File: src/rtl/ov7670_cfg_pkg.sv
// ---------------------------------------------------------------------------
// ov7670_cfg_pkg
// Shared definitions for the OV7670 configuration sequencer: FSM state
// encoding, the two reserved table words, and the delay-length computation.
// ---------------------------------------------------------------------------
package ov7670_cfg_pkg;

  typedef enum logic [2:0] {
    ST_IDLE,
    ST_FETCH,
    ST_DECODE,
    ST_ISSUE,
    ST_WAIT,
    ST_DELAY,
    ST_READY,
    ST_RT_WAIT
  } cfg_state_t;

  // Reserved table words: terminate the run / insert a settle delay.
  localparam logic [15:0] END_MARK = 16'hFFFF;
  localparam logic [15:0] DLY_MARK = 16'hFFF0;

  // Number of clock cycles spent on a delay marker.
  function automatic int unsigned delay_cycles(input int unsigned clk_freq,
                                               input int unsigned settle_us);
    return (clk_freq / 32'd1000000) * settle_us;
  endfunction

endpackage

File: src/rtl/cfg_delay_timer.sv
// ---------------------------------------------------------------------------
// cfg_delay_timer
// Loadable down-counter that stops at zero.
//   i_clk      clock
//   i_rst_n    async active-low reset (counter cleared to 0)
//   i_load     load i_value this cycle
//   i_value    start value; the counter reads 0 after i_value further cycles
//   o_expired  counter is at 0
// ---------------------------------------------------------------------------
module cfg_delay_timer #(
  parameter int unsigned W = 8
) (
  input  logic         i_clk,
  input  logic         i_rst_n,
  input  logic         i_load,
  input  logic [W-1:0] i_value,
  output logic         o_expired
);

  logic [W-1:0] r_count;

  always_ff @(posedge i_clk or negedge i_rst_n) begin
    if (!i_rst_n) begin
      r_count <= '0;
    end else if (i_load) begin
      r_count <= i_value;
    end else if (r_count != '0) begin
      r_count <= r_count - W'(1);
    end
  end

  assign o_expired = (r_count == '0);

endmodule

File: src/rtl/ov7670_cfg_sequencer.sv
// ---------------------------------------------------------------------------
// ov7670_cfg_sequencer
// Walks a {reg,val} table from an external ROM and hands each entry to an
// external SCCB write engine. Word FFF0 inserts a settle delay, FFFF ends the
// run (so does wrapping the address). After the run, single runtime writes
// are accepted through a valid/ready handshake.
//   i_clk / i_rst_n          clock, async active-low reset
//   i_start                  level; rising edge starts or restarts the run
//   o_rom_addr / i_rom_data  table address; data valid one cycle later
//   o_wr_start               1-cycle pulse to the write engine
//   o_wr_reg / o_wr_val      register address/value, held until i_wr_done
//   i_wr_busy / i_wr_done    engine busy level / completion pulse
//   i_req_valid/_reg/_val    runtime write request
//   o_req_ready              runtime request accepted when high with valid
//   o_done                   table run complete
//   o_busy                   sequencer not in IDLE or READY
// ---------------------------------------------------------------------------
module ov7670_cfg_sequencer
  import ov7670_cfg_pkg::*;
#(
  parameter int unsigned CLK_FREQ  = 25000000,
  parameter int unsigned SETTLE_US = 1000,
  parameter int unsigned ROM_AW    = 8
) (
  input  logic              i_clk,
  input  logic              i_rst_n,
  input  logic              i_start,
  output logic [ROM_AW-1:0] o_rom_addr,
  input  logic [15:0]       i_rom_data,
  output logic              o_wr_start,
  output logic [7:0]        o_wr_reg,
  output logic [7:0]        o_wr_val,
  input  logic              i_wr_busy,
  input  logic              i_wr_done,
  input  logic              i_req_valid,
  input  logic [7:0]        i_req_reg,
  input  logic [7:0]        i_req_val,
  output logic              o_req_ready,
  output logic              o_done,
  output logic              o_busy
);

  localparam int unsigned DLY_CYC = delay_cycles(CLK_FREQ, SETTLE_US);
  localparam int unsigned DLY_W   = (DLY_CYC > 1) ? $clog2(DLY_CYC) : 1;
  // The DELAY state lasts load+1 cycles, so load one less than the length.
  localparam logic [DLY_W-1:0] DLY_LOAD = DLY_W'((DLY_CYC == 0) ? 0 : DLY_CYC - 1);
  localparam logic [ROM_AW-1:0] IDX_MAX = '1;

  cfg_state_t        r_state;
  logic [ROM_AW-1:0] r_idx;
  logic              r_start_d;
  logic              r_last;      // delay marker sat in the last table slot
  logic              r_wr_start;
  logic [7:0]        r_wr_reg;
  logic [7:0]        r_wr_val;
  logic              r_done;
  logic              r_busy;

  logic              w_start_edge;
  logic              w_dly_load;
  logic              w_dly_expired;
  logic              w_is_end;
  logic              w_is_dly;

  assign w_start_edge = i_start & ~r_start_d;
  assign w_is_end     = (i_rom_data == END_MARK);
  assign w_is_dly     = (i_rom_data == DLY_MARK);
  assign w_dly_load   = (r_state == ST_DECODE) && w_is_dly;

  cfg_delay_timer #(
    .W (DLY_W)
  ) u_delay (
    .i_clk     (i_clk),
    .i_rst_n   (i_rst_n),
    .i_load    (w_dly_load),
    .i_value   (DLY_LOAD),
    .o_expired (w_dly_expired)
  );

  // Edge register runs in every state so a level held across a run never
  // looks like a fresh edge once READY is reached.
  always_ff @(posedge i_clk or negedge i_rst_n) begin
    if (!i_rst_n) begin
      r_start_d <= 1'b0;
    end else begin
      r_start_d <= i_start;
    end
  end

  // NOTE: all sequential state uses non-blocking assignments so every
  // register samples pre-edge values, independent of statement order.
  always_ff @(posedge i_clk or negedge i_rst_n) begin
    if (!i_rst_n) begin
      r_state    <= ST_IDLE;
      r_idx      <= '0;
      r_last     <= 1'b0;
      r_wr_start <= 1'b0;
      r_wr_reg   <= 8'h00;
      r_wr_val   <= 8'h00;
      r_done     <= 1'b0;
      r_busy     <= 1'b0;
    end else begin
      r_wr_start <= 1'b0;
      case (r_state)
        ST_IDLE: begin
          if (w_start_edge) begin
            r_idx   <= '0;
            r_busy  <= 1'b1;
            r_state <= ST_FETCH;
          end
        end

        ST_FETCH: r_state <= ST_DECODE;

        ST_DECODE: begin
          if (w_is_end) begin
            r_done  <= 1'b1;
            r_busy  <= 1'b0;
            r_state <= ST_READY;
          end else if (w_is_dly) begin
            r_last  <= (r_idx == IDX_MAX);
            r_idx   <= r_idx + ROM_AW'(1);
            r_state <= ST_DELAY;
          end else begin
            r_wr_reg <= i_rom_data[15:8];
            r_wr_val <= i_rom_data[7:0];
            r_state  <= ST_ISSUE;
          end
        end

        ST_ISSUE: begin
          if (!i_wr_busy) begin
            r_wr_start <= 1'b1;
            r_state    <= ST_WAIT;
          end
        end

        ST_WAIT: begin
          if (i_wr_done) begin
            r_idx <= r_idx + ROM_AW'(1);
            if (r_idx == IDX_MAX) begin
              // Address wrap without an end marker terminates the run.
              r_done  <= 1'b1;
              r_busy  <= 1'b0;
              r_state <= ST_READY;
            end else begin
              r_state <= ST_FETCH;
            end
          end
        end

        ST_DELAY: begin
          if (w_dly_expired) begin
            if (r_last) begin
              r_done  <= 1'b1;
              r_busy  <= 1'b0;
              r_state <= ST_READY;
            end else begin
              r_state <= ST_FETCH;
            end
          end
        end

        ST_READY: begin
          if (w_start_edge) begin
            r_done  <= 1'b0;
            r_idx   <= '0;
            r_busy  <= 1'b1;
            r_state <= ST_FETCH;
          end else if (i_req_valid && !i_wr_busy) begin
            r_wr_reg   <= i_req_reg;
            r_wr_val   <= i_req_val;
            r_wr_start <= 1'b1;
            r_busy     <= 1'b1;
            r_state    <= ST_RT_WAIT;
          end
        end

        ST_RT_WAIT: begin
          if (i_wr_done) begin
            r_busy  <= 1'b0;
            r_state <= ST_READY;
          end
        end

        default: begin
          r_busy  <= 1'b0;
          r_state <= ST_IDLE;
        end
      endcase
    end
  end

  // NOTE: ready is decoded combinationally so the handshake completes in
  // the same cycle and a coincident restart edge can veto acceptance.
  assign o_req_ready = (r_state == ST_READY) && !i_wr_busy && !w_start_edge;

  assign o_rom_addr = r_idx;
  assign o_wr_start = r_wr_start;
  assign o_wr_reg   = r_wr_reg;
  assign o_wr_val   = r_wr_val;
  assign o_done     = r_done;
  assign o_busy     = r_busy;

endmodule

File: config.mk
export PLATFORM = sky130hd
export DESIGN_NAME = ov7670_cfg_sequencer
export DESIGN_NICKNAME = d
export VERILOG_FILES = /design/src/rtl/ov7670_cfg_pkg.sv /design/src/rtl/cfg_delay_timer.sv /design/src/rtl/ov7670_cfg_sequencer.sv
export SDC_FILE = /design/constraint.sdc
export NUM_CORES = 1
export LEC_CHECK = 0
export ABC_AREA = 1
export CORE_UTILIZATION = 35
export CTS_BUF_LIST = sky130_fd_sc_hd__clkbuf_8
export CTS_CLUSTER_DIAMETER = 100
export DETAILED_ROUTE_END_ITERATION = 8
export PLACE_DENSITY = 0.58
export SYNTH_ARGS = -nofsm -noshare
export SYNTH_HDL_FRONTEND = slang
export SYNTH_SLANG_ARGS = --single-unit
File: constraint.sdc
create_clock -name i_clk -period 2.3 [get_ports i_clk]
set_clock_uncertainty 0.05 [all_clocks]
set_input_delay 0.69 -clock i_clk [delete_from_list [all_inputs] [get_ports i_clk]]
set_output_delay 0.69 -clock i_clk [all_outputs]
set_load 0.02 [all_outputs]
Fig. 1: run 1, placed standard cells
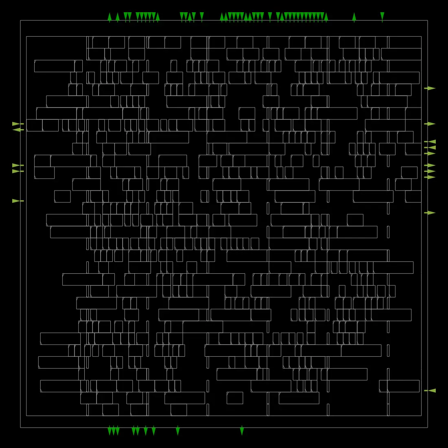
final core area utilization: 0.503
Non-Filler Instances: 611
row cnt: 32
FFs & Latches: 47

Fig. 2: run 1, clock network drawn from the DEF
(6 px per um)
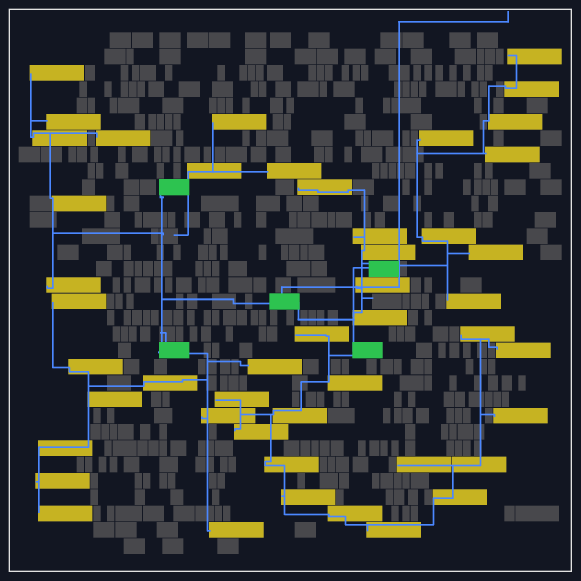
legend:
  flip-flops:
    color: yellow
    count: 47
  clock wires:
    color: blue
    length: 681 um
  clock-net drivers:
    color: green
    count: 5
flops lie: all over the die
clk_lat worst skew: 0.31 ns
portion of total power attributed to the clock network: 0.146
power of the clock network: 543 uW

Fig. 3: run 1, placement by cell class
(3 px per um) Fill, decap, tap and diode cells in gray.
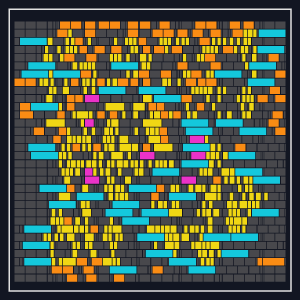
legend:
  remaining buffers and delay cells:
    color: orange
    cells: 98
    share_of_their_area: 24%
  registers:
    color: cyan
    cells: 47
    share_of_their_area: 31%
  clock drivers and dummy loads:
    color: magenta
    cells: 8
    share_of_their_area: 2.6%
  remaining logic cells:
    color: yellow
    cells: 356
    share_of_their_area: 43%
fraction of area in registers: 0.296
summed area of non-filler cells in the final layout: 3970 um^2
Placeable Area: 7890 um^2

## run 1: synthesized netlist by cell type
library cell  count
inv_2             4
buf_12            1
nand2_4           3
nor2_4            5
nand2_1         166
buf_4             2
o21bai_1          1
xnor2_1           3
nor3_1            8
dfrtp_1          47
and2b_2           1
a21oi_1           4
nand3_1          39
o21ai_0          10
nand3b_1          3
or3b_1            1
nand3_4           4
xor2_1            3
nand4_1           4
nand2_2           6
buf_6             3
inv_1            27
nor2_1           48
nor2_2            3
nor3b_1           1
o211ai_1          2
o21ai_1           6
ha_1              2
buf_2             5
inv_4             1
or2_1             1
## run 1: logic make-up after synthesis
logic type	count (synthesis)
adders and majority gates	2
DFF	47
xor gates and xnor gates	6
and+or+nand+nor	293
buffers and inverters	43
AOI/OAI and AO/OA	23
==> run summary, run 1 <==
Flow results are below.

- The flow ran to the end, and the final reports show no timing, DRC or antenna violations.
- TritonCTS built the clock tree.
- Switching power as a fraction of the total was reported as 0.422.
- The count of pins over their slew limit is 0, for reference.
- The report puts the cell count of the worst reg-to-reg path at 11.
- The cell depth of the worst setup path is 1, for reference.
- In the final layout, the share of cells above drive strength 1 is 0.141.
- The launch point of the worst path is o_rom_addr[4], for reference.
- The first routing iteration left 139 violations.
- In this run, post-CTS hold repair placed 0 buffers.
- The clock buffers instantiated in the layout total 6.
- The worst setup path is launched from a flip-flop.
- Setup repair after global routing left no endpoint under its margin.
- The share of total power dissipated in sequential elements is 0.329.
- In the synthesis report, Yosys lists the chip area as 2930 um^2.
- Per the synthesis report, the XOR/XNOR share of the synthesized area is 0.0180.
- The count of inverters not on the clock network in the layout is 32, for reference.
- The number of antenna violations at the first check in global routing is 0, for reference.
- The growth of design area from synthesis to finish is 35.7%, for reference.
- Each instance of the synthesized netlist takes up on average 7.07 um^2.
- The maximum resistive drop on vdd is 0.437 mV, for reference.
- After synthesis, the largest family of logic cells by area is simple AND/OR/NAND/NOR gates.
- Buffers added to address setup during post-CTS repair amount to 0.
- The overall fraction of global-route tracks in use is 0.178, for reference.
- The number of failing hold endpoints at the final stage is 0, for reference.
- Of all power groups, the one with the highest power is combinational logic.
- The cell area power density is 934 nW/um^2, for reference.
- The detailed-routed wire length on met2 is 3460 um, for reference.
- The peak fanout along the critical path is 6, for reference.
- Power attributed to combinational cells is 1.95 mW.
- The global routing stage identified its most utilized layer as met2.
- The clock passes through at most 2 buffers.
- The power consumed by sequential cells is 1.22 mW, for reference.
- The fraction of area in non-clock buffers is 0.228, for reference.
- During placement, the flow inserted port buffers numbering 65.
- Routed signal wires occupy layers up through met4.
- The highest attainable clock frequency is 469 MHz, for reference.
- Summed over all instances, the cell type with the most area after synthesis is dfrtp_1.
- The placed instances occupy a cell area of 3870 um^2.
- The transition time recorded at the tightest slew-check pin is 0.305 ns.
- The top cell type in the final layout, fill and taps aside, is nand2_1.
- The number of buffers added by the clock tree synthesis step is 5, for reference.
==> run 1 -> run 2 <==
--- a/config.mk
+++ b/config.mk
@@ -11,6 +11,7 @@
 export CTS_CLUSTER_DIAMETER = 100
 export DETAILED_ROUTE_END_ITERATION = 8
 export PLACE_DENSITY = 0.58
+export SETUP_SLACK_MARGIN = 0.15
 export SYNTH_ARGS = -nofsm -noshare
 export SYNTH_HDL_FRONTEND = slang
 export SYNTH_SLANG_ARGS = --single-unit
Fig. 4: run 2, PDN straps and rails
(4 px per um) Pins as bars on the die edge.
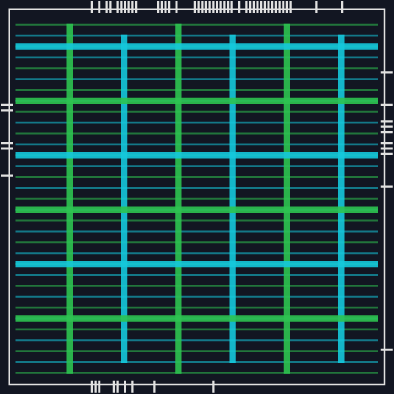
legend:
  VDD:
    color: cyan
  VSS:
    color: green
met4 straps: 6
met5 straps: 6
signal pins: 66
x dimension of the die: 93.4 um
die extent in y: 93.4 um

==> run 2 against run 1 <==
Compared with the run above:
- register-to-register slack is essentially flat
- hold slack hardly changed
- flip-flop count unchanged
- highest routed layer unchanged
- final cell count increased by 0.16%
- design area increased by 0.25%
- count of clock-buffer cells in the layout stayed put
==> run summary, run 2 <==
Flow results are below.

- The filler-free cell count of the finished design is 612 (was 611), for reference.
- The launch point of the worst path is i_wr_busy (was o_rom_addr[4]), for reference.
- The cell area after placement was 3870 um^2 (unchanged).
- The count of inverters not on the clock network in the layout is 32 (unchanged), for reference.
- The number of antenna violations at the first check in global routing is 0 (unchanged).
- The share of layout cells above drive strength 1 came to 0.145 (was 0.141).
- The startpoint type of the worst setup path is an input pin (was flip-flop), for reference.
- The number of clock buffer instances in the layout is 6 (unchanged).
- The clock network latency to the later pin of the worst-skew pair came to 0.31 ns (about the same).
- The number of buffers added by the clock tree synthesis step is 5 (unchanged).
- Post-synth top cells: nand2_1, nor2_1, dfrtp_1, nand3_1, inv_1 (unchanged).
- The maximum resistive drop on vdd is 0.437 mV (about the same), for reference.
- The cell area power density came to 933 nW/um^2 (was 934 nW/um^2).
- The TritonCTS clock tree is done (unchanged), for reference.
- The average size of a mapped cell was 7.07 um^2 (unchanged).
- The number of flip-flops and latches was 47 (unchanged).
- The post-synthesis xor/xnor area fraction is 0.0180 (unchanged), for reference.
- The number of failing hold endpoints at the final stage is 0 (unchanged), for reference.
- The number of input and output port buffers inserted is 65 (unchanged).
- The global routing's busiest layer is met2 (unchanged).
- The growth of design area from synthesis to finish is 36.0% (was 35.7%), for reference.
- Status: complete, no violations (unchanged).
- The main logic family after synthesis is simple AND/OR/NAND/NOR gates (unchanged), for reference.
Fig. 5: run 2, placement by cell class
(3 px per um) Fill, decap, tap and diode cells in gray.
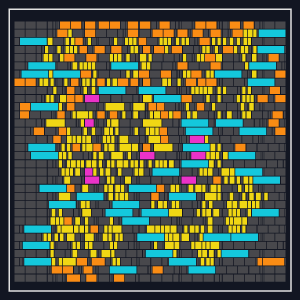
legend:
  registers:
    color: cyan
    cells: 47
    share_of_their_area: 31%
  remaining logic cells:
    color: yellow
    cells: 356
    share_of_their_area: 43%
  remaining buffers and delay cells:
    color: orange
    cells: 99
    share_of_their_area: 24%
  clock drivers and dummy loads:
    color: magenta
    cells: 8
    share_of_their_area: 2.6%
fraction of area in registers: 0.296
summed area of non-filler cells in the final layout: 3980 um^2
final core area utilization: 0.505

run 2: cell counts after synthesis:
Identical to the previous run, type by type.
run 2: power by group:
part | switching (mW) | internal [mW]
Sequential | 0.159 | 1.06
Combinational | 1.11 | 0.843
Clock | 0.296 | 0.246
run 2: timing repair:
| action | CTS | global route |
|---|---|---|
| pin swaps | 2 | 0 |
| setup buffers | 1 | 0 |
| hold buffers | 0 | 0 |
| resized | 8 | 5 |
| endpoints found under the setup margin | 2 | 12 |
run 2: layer usage:
metal / wire [um] / part of all wire
met5: 0 / 0
met4: 70 / 0.0097
met3: 231 / 0.032
met2: 3470 / 0.48
met1: 3430 / 0.48
run 2: kinds of logic (layout without fill, tap and decap cells):
group,Yosys count,after routing
compound gates,23,23
xor+xnor,6,6
fa+ha+maj,2,2
buf+inv,43,139
flops,47,47
simple gates,293,293
Power figures rest on the tool's default switching activity, not on a simulated workload.
